Design ov7670_capture, sky130hd; sources not shown.
Figure 1. Where the registers sit.
The bar under the picture is 20 microns long. Other sequential cells in the stronger gray, the rest of the logic in the fainter gray.
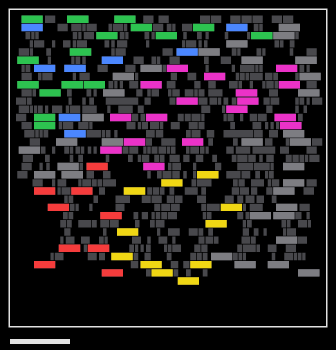
| color | name in the netlist | placed flops |
|---|---|---|
| red | col_q | 9 |
| yellow | base_q | 11 |
| green | wData | 16 |
| blue | u_pack.hi_q | 8 |
| magenta | addr_q | 17 |
not colored: 32
Seq area share: 37.4%
P_seq: 0.731 mW
Reg area: 1860 sq um
fin util: 48.2%

Figure 2. Logic cells by family.
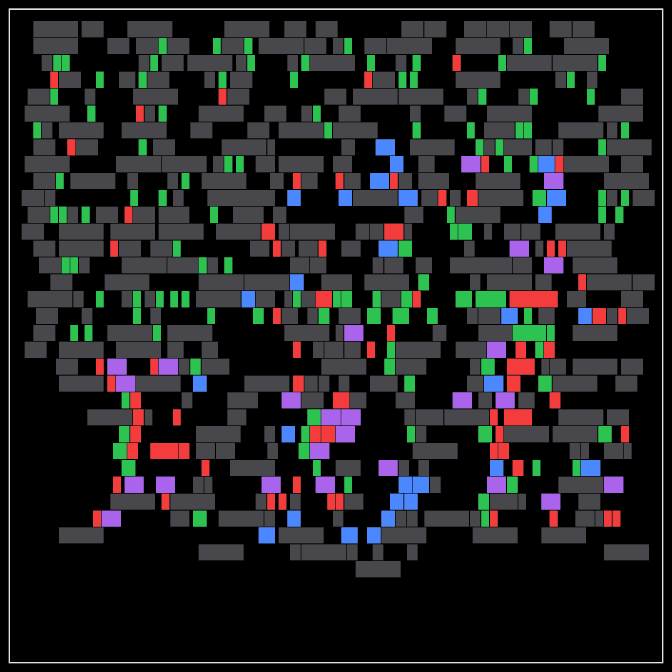
| color | family | cells |
|---|---|---|
| purple | xor and xnor cells | 25 |
| red | nor cells | 70 |
| blue | and/or cells | 28 |
| green | nand cells | 116 |
Comb area share: 44.5%
Post-Layout Cell Count: 680
most numerous logic cell after layout: dfxtp_1

Figure 3. Congestion heat map.
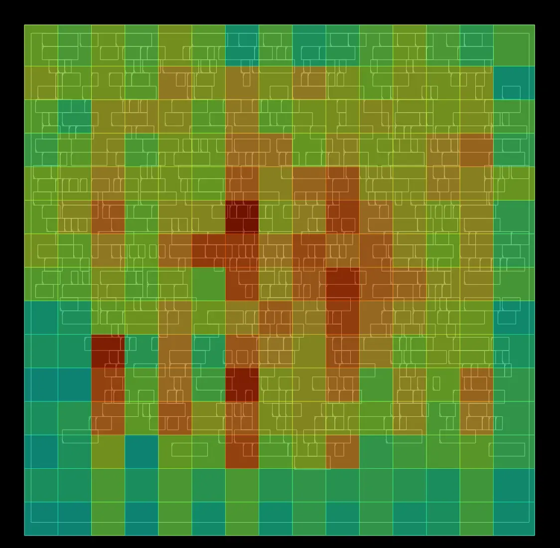
GR Util met2: 30.4%
WL/cell: 14.8 microns
GRT Total Usage: 18.9%

==> flow_summary.toml <==
# synthesis and place-and-route metrics
[setup_path]
cp_slowest_cell = "a21oi_1"
reg2reg_slack_ps = 2310
critPathLaunchType = "input pin"
worst_setup_path_end_kind = "flip-flop"
cp_max_fo = 24
critPathKind = "input pin to flip-flop"

[synth]
yosys_area_sq_um = 4250
synth-edff-count = 0
largest_area_cell = "dfxtp_1"
netlist_area_sq_um = 4250
ff_type = "dfxtp_1"
top_area_share_pct = 43.8
ys_cells = 507
ys_async_sr_fraction_pct = 0
avgSynthCellArea_sq_um = 8.39

[grt]
grt_max_degree = 46
grt_pass1_wl_mm = 17.0
grt_pass1_vias = 3512

[sta]
fin_ws_ps = 1370
report.final.slew_viol_count = 0
fin_skew_ps = 11.5
max_slew_margin_pct = 33.6
finalCritPeriodShare_pct = 73.1

[floorplan]
die_x_microns = 105
fp-utilization_pct = 41.2
io_pins = 48
die_h_microns = 105

[power_and_ir_drop]
netSwitchingFraction_pct = 23.6
internal_power_mw = 0.977
power.density_nw_per_um2 = 257
cellLeakagePower_nw = 1.63
seqPwrFrac_pct = 57.2
power_frac_comb_pct = 4.0
p_total_mw = 1.28

[place]
place_inst = 664
hpwl_mm = 6.76

[clock_network]
path_clk_slew_ps = 90
cts_resized = 0
cts_hold_buf = 0
numCtsBuffers = 9
cts_max_level = 3

[status]
status = "finished clean"

[cells_and_area]
diodes = 0

[flow_run]
maxCapViolCount = 0

[detailed_routing]
detail-route-antenna-nets = 0
totalWireLength_mm = 10.1
[cell type report]
class | instances | area (sq um)
flip-flops and latches | 93 | 1860
clock inverters | 6 | 70.1
repair buffers | 50 | 488
fillers | 1004 | 5350
clock buffers | 10 | 128
multi-input cells | 373 | 2210
well taps | 136 | 170
inverters | 12 | 45.0
[per-stage QoR]
| step | area, sq um | hold slack, ps |
|---|---|---|
| after global placement | 4780 | 434 |
| after detailed placement | 4780 | 437 |
| final | 4970 | 450 |
| after floorplan | 4250 | 425 |
| after global routing | 4970 | 479 |
| after CTS | 4970 | 451 |
[layer usage]
layer	routed length, microns	GRT usage, %	vias up	part of all wire (%)
li1	-	-	1852	-
met1	4870	25.3	1774	48
met2	4670	30.4	94	46
met3	426	4.55	9	4.2
met4	117	5.03	0	1.2
met5	0	0	-	0
[critical path: cells and delay by family]
family,cells,cell delay (ps)
and+or+nand+nor,1,790
buffers and inverters,1,570
AOI/OAI and AO/OA,4,1580
[cell usage after synthesis, drive strengths merged (3+ instances only)]
cell     number
nand2b        5
nor2         46
o2111ai       4
and2          7
mux2i         9
o2bb2ai       5
a22oi         5
nor3         13
and4          6
dfxtp        93
a21oi        56
nand3        13
or4           4
and3          3
nor3b         3
o22ai         6
clkbuf       15
xnor2        20
nand4         8
or3           5
o21ai        14
ha            4
nor4          5
inv          12
nand2        87
xor2          5
a311oi        3
a211oi        3
buf          14
a31oi         5
[kinds of logic after synthesis]
logic type / count (synthesis) / share of synthesized area, %
multiplexers: 9 / 2.12
AND-OR/OR-AND: 121 / 18.8
flip-flops: 93 / 43.8
buffers and inverters: 41 / 4.38
adder cells (fa/ha/maj): 4 / 1.18
XOR/XNOR: 25 / 5.15
AND/OR/NAND/NOR: 214 / 24.6
[power by group through the flow]
| stage | registers [mW] | logic (mW) | clock network, mW |
|---|---|---|---|
| 5_1_grt | 0.732 | 0.0549 | 0.541 |
| 6_report | 0.731 | 0.0507 | 0.496 |
| 3_5_place_dp | 0.748 | 0.0504 | 0 |
| 4_1_cts | 0.732 | 0.0505 | 0.512 |
| 3_3_place_gp | 0.748 | 0.0494 | 0 |
| 2_1_floorplan | 0.748 | 0.0337 | 0 |
Power figures rest on the tool's default switching activity, not on a simulated workload.
